File: config.mk
export PLATFORM = sky130hd
export DESIGN_NAME = lagarto_plic_gateway
export DESIGN_NICKNAME = d
export VERILOG_FILES = /design/src/rtl/lagarto_plic_gateway.sv
export SDC_FILE = /design/constraint.sdc
export NUM_CORES = 1
export LEC_CHECK = 0
export ABC_AREA = 1
export CORE_MARGIN = 2
export CORE_UTILIZATION = 57
export DETAILED_ROUTE_END_ITERATION = 10
export PLACE_DENSITY = 0.88
export SETUP_SLACK_MARGIN = 0.15
export SYNTH_ARGS = -nofsm -noshare
export SYNTH_HDL_FRONTEND = slang
export SYNTH_SLANG_ARGS = --single-unit
export TNS_END_PERCENT = 10
File: constraint.sdc
create_clock -name clk_i -period 3.25 [get_ports clk_i]
set_input_delay 0.65 -clock clk_i [delete_from_list [all_inputs] [get_ports clk_i]]
set_output_delay 0.65 -clock clk_i [all_outputs]
set_load 0.02 [all_outputs]
File: src/rtl/lagarto_plic_gateway.sv
// Per-source PLIC interrupt gateway: synchronises raw lines, turns level/edge requests into
// pending bits, and holds each source off from claim until completion.
//
// state         | meaning
// ST_IDLE       | no request forwarded; waiting for level high or a counted edge
// ST_PENDING    | request presented to the core, awaiting claim
// ST_IN_SERVICE | claimed by a target, awaiting completion
module lagarto_plic_gateway #(
  parameter int NUM_SOURCES    = 2,
  parameter int MAX_EDGE_COUNT = 8,
  parameter int ID_WIDTH       = $clog2(NUM_SOURCES + 1),
  parameter int CNT_WIDTH      = $clog2(MAX_EDGE_COUNT + 1)
) (
  input  logic                   clk_i,
  input  logic                   rstn_i,
  input  logic [NUM_SOURCES-1:0] irq_src_i,
  input  logic [NUM_SOURCES-1:0] edge_sel_i,
  output logic [NUM_SOURCES-1:0] pending_o,
  input  logic                   claim_valid_i,
  input  logic [ID_WIDTH-1:0]    claim_id_i,
  input  logic                   complete_valid_i,
  input  logic [ID_WIDTH-1:0]    complete_id_i,
  output logic [NUM_SOURCES-1:0] in_service_o,
  output logic [NUM_SOURCES-1:0] overflow_o
);

  // Encoding chosen so each output is a single state flop bit.
  typedef enum logic [1:0] {
    ST_IDLE       = 2'b00,
    ST_PENDING    = 2'b01,
    ST_IN_SERVICE = 2'b10
  } state_t;

  localparam logic [CNT_WIDTH-1:0] CNT_ONE = CNT_WIDTH'(1);
  localparam logic [CNT_WIDTH-1:0] CNT_MAX = CNT_WIDTH'(MAX_EDGE_COUNT);

  logic [NUM_SOURCES-1:0] r_sync1;
  logic [NUM_SOURCES-1:0] r_sync2;
  logic [NUM_SOURCES-1:0] r_hist;
  logic [NUM_SOURCES-1:0] r_overflow;
  state_t                 r_state [NUM_SOURCES];
  logic [CNT_WIDTH-1:0]   r_count [NUM_SOURCES];

  logic [NUM_SOURCES-1:0] w_edge;
  logic [NUM_SOURCES-1:0] w_req;
  logic [NUM_SOURCES-1:0] w_claim;
  logic [NUM_SOURCES-1:0] w_complete;

  always_ff @(posedge clk_i or negedge rstn_i) begin
    if (!rstn_i) begin
      r_sync1 <= '0;
      r_sync2 <= '0;
      r_hist  <= '0;
    end else begin
      r_sync1 <= irq_src_i;
      r_sync2 <= r_sync1;
      r_hist  <= r_sync2;
    end
  end

  always_comb begin
    w_edge     = '0;
    w_req      = '0;
    w_claim    = '0;
    w_complete = '0;
    for (int i = 0; i < NUM_SOURCES; i++) begin
      w_edge[i]     = r_sync2[i] & ~r_hist[i] & edge_sel_i[i];
      w_req[i]      = edge_sel_i[i] ? (w_edge[i] | (r_count[i] != '0)) : r_sync2[i];
      w_claim[i]    = claim_valid_i && (claim_id_i == ID_WIDTH'(i + 1));
      w_complete[i] = complete_valid_i && (complete_id_i == ID_WIDTH'(i + 1));
    end
  end

  always_ff @(posedge clk_i or negedge rstn_i) begin
    if (!rstn_i) begin
      r_overflow <= '0;
      for (int i = 0; i < NUM_SOURCES; i++) begin
        r_state[i] <= ST_IDLE;
        r_count[i] <= '0;
      end
    end else begin
      r_overflow <= '0;
      for (int i = 0; i < NUM_SOURCES; i++) begin
        unique case (r_state[i])
          ST_IDLE:       if (w_req[i])      r_state[i] <= ST_PENDING;
          ST_PENDING:    if (w_claim[i])    r_state[i] <= ST_IN_SERVICE;
          ST_IN_SERVICE: if (w_complete[i]) r_state[i] <= ST_IDLE;
          default:                          r_state[i] <= ST_IDLE;
        endcase

        // An edge arriving on the IDLE->PENDING step is consumed by that request,
        // so a stored count only drops when no new edge replaces it.
        if (!edge_sel_i[i]) begin
          r_count[i] <= '0;
        end else if ((r_state[i] == ST_IDLE) && w_req[i]) begin
          if ((r_count[i] != '0) && !w_edge[i])
            r_count[i] <= r_count[i] - CNT_ONE;
        end else if (w_edge[i]) begin
          if (r_count[i] == CNT_MAX)
            r_overflow[i] <= 1'b1;
          else
            r_count[i] <= r_count[i] + CNT_ONE;
        end
      end
    end
  end

  always_comb begin
    pending_o    = '0;
    in_service_o = '0;
    for (int i = 0; i < NUM_SOURCES; i++) begin
      pending_o[i]    = r_state[i][0];
      in_service_o[i] = r_state[i][1];
    end
  end

  assign overflow_o = r_overflow;

endmodule

Fig. 1: M1 wires
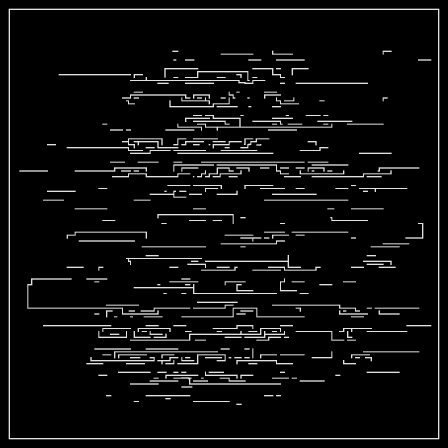
longest straight run: 14.7 µm
share of all routed wire: 43%
wire length on this layer: 947 µm

Fig. 2: metal 2
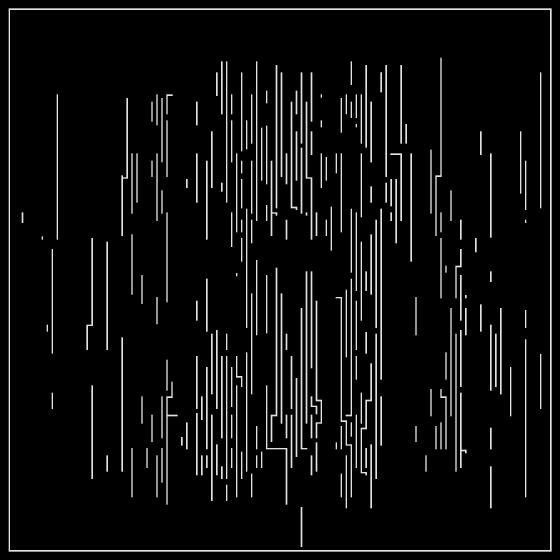
nets with wire on the layer: 162
share of all routed wire: 50%

==> flow_summary_export.csv <==
group,metric,value,unit
outcome,outcome,"complete, no violations",
pwr,ir_drop,0.4368,mV
timing,fin_worst_skew,0.001738,ns
synth,most_common_cell,"nand2_1",
synth,flop_cell,"dfrtp_1",
pwr,pwr.group.sequential,0.000377,W
clock_tree,cts.sinks,20,
finish,comb_area,559.3,µm²
setup_path,r2r_end,"r_count[3]",
setup_path,crit_path_start_kind,"input port",
clock_tree,cts_resized,0,
finish,clkCellAreaFrac,1.580,%
floorplan,die_w,49.86,µm
setup_path,worstSetupStartpoint,"edge_sel_i[1]",
setup_path,cp-end-kind,"flop",
global_routing,antenna_found_initial,0,
synth,synth_cell_types,22,
synth,simple_gate_area_share,33.40,%
synth,top_cells_by_count,"41 x nand2_1, 29 x inv_1, 20 x dfrtp_1, 13 x nand3_1, 8 x inv_2",
synth,syn_avg_cell_area,7.684,µm²
finish,sh_seq_area,35.12,%
synth,ys_cells,156,
clock_tree,cts_buffer_depth,2,
clock_tree,tritoncts,"done",
synth,adder_share,4.175,%
synth,logic_family,"simple AND/OR/NAND/NOR gates",
finish,n_all_buffers,17,
place,gp_congestion,0.8665,
setup_path,crit_family,"simple AND/OR/NAND/NOR gates",
timing,setup_tns,0,ns
timing,period_used_share,69.68,%
floorplan,die_area,2486,µm²
pwr,powerComb,0.000601,W
detailed_routing,drt_first_iter_violations,31,
setup_path,path_buffers,3,
detailed_routing,vias_per_cell,5.103,
global_routing,gr-usage-all-layers,21.38,%
finish,finalNonFillerCells,203,
timing,setup_viol,0,
synth,edf_count,0,
clock_tree,clk_pin_slew,0.10,ns
setup_path,cp.required,3.44,ns
global_routing,met2_usage,38.00,%
floorplan,rows,16,
place,pre_cts_ws,0.6749,ns
finish,flop-count,20,
timing,fin_crit,2.265,ns
pwr,power_leakage,0.7715,nW
global_routing,grt-busiest-layer,"met2",
finish,final_util,71.91,%
finish,largest_reg_flops,8,
detailed_routing,wl_per_cell,10.75,µm
place,port_buffers,17,
clock_tree,cts_hold_buffers,0,
floorplan,fp.dieH,49.86,µm
place,dpl.hpwl,1.747,mm
finish,final_layout_top_logic_cell,"nand2_1",
setup_path,r2r_cells,14,
detailed_routing,wl_met2,1.088,mm
synth,ys_seq_share,41.75,%
min_path,min_path_type,"reg -> reg",
synth,aoi_share,7.620,%
min_path,min-delay-start,"r_sync1[0]",
floorplan,taps,27,
finish,seqCellArea,500.5,µm²
timing,slew-limit-headroom,43.22,%
job,maxCapViolCount,0,
pwr,power_leader,"combinational cells",
finish,nClkBuffers,3,
floorplan,fp.coreArea,1982,µm²
floorplan,initCoreUtil,60.48,%
pwr,power_frac_seq,34.7,%
global_routing,overflow,0,
job,warnings,26,
setup_path,cp_cell_sequence,"clkdlybuf4s50_1 > nand2_1 > nor2_2 > nand2_4 > nand2_4 > inv_1 > ha_1 > nand2_1 > inv_1 > nand3_1 > nand2_1 > nand2_1 > nand3_1 > nand2_1",
synth,ys_warn_count,0,
finish,inverters,37,
detailed_routing,wl_met3,136,µm
setup_path,cpMostUsedCell,"nand2_1",
Fig. 3: the metal 3 layer
The bar under the picture is 10 µm long. Cells faint in the background.
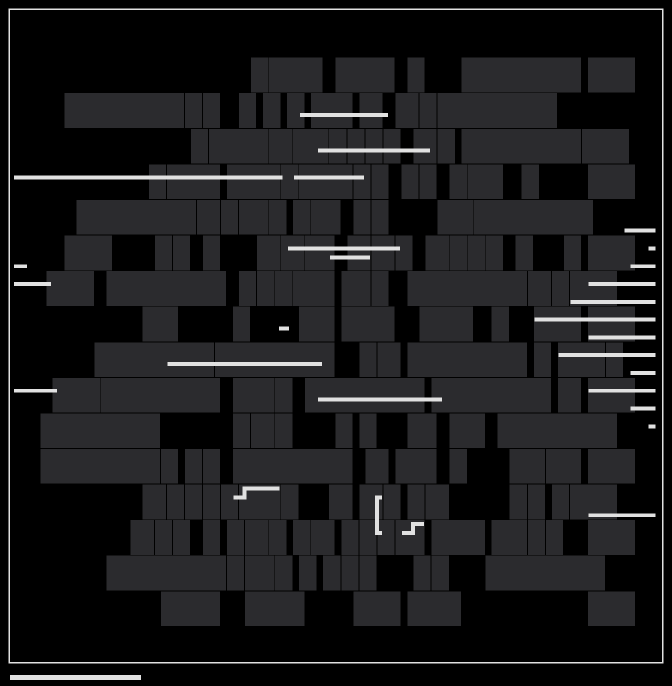
wire length on this layer: 136 µm
longest straight run: 20.2 µm
share of all routed wire: 6.2%
final WL: 2.183 mm
met3 usage: 5.758%
via count: 1036

Fig. 4: sequential cells coloured by netlist name
The bar under the picture is 10 µm long.
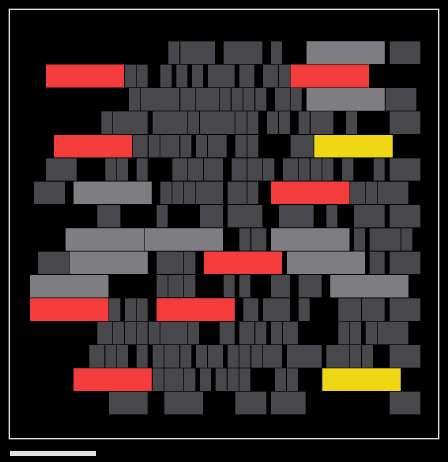
| colour | netlist name | flops |
|---|---|---|
| red | r_count | 8 |
| yellow | in_service_o | 2 |
not coloured: 10

Power figures rest on the tool's default switching activity, not on a simulated workload.
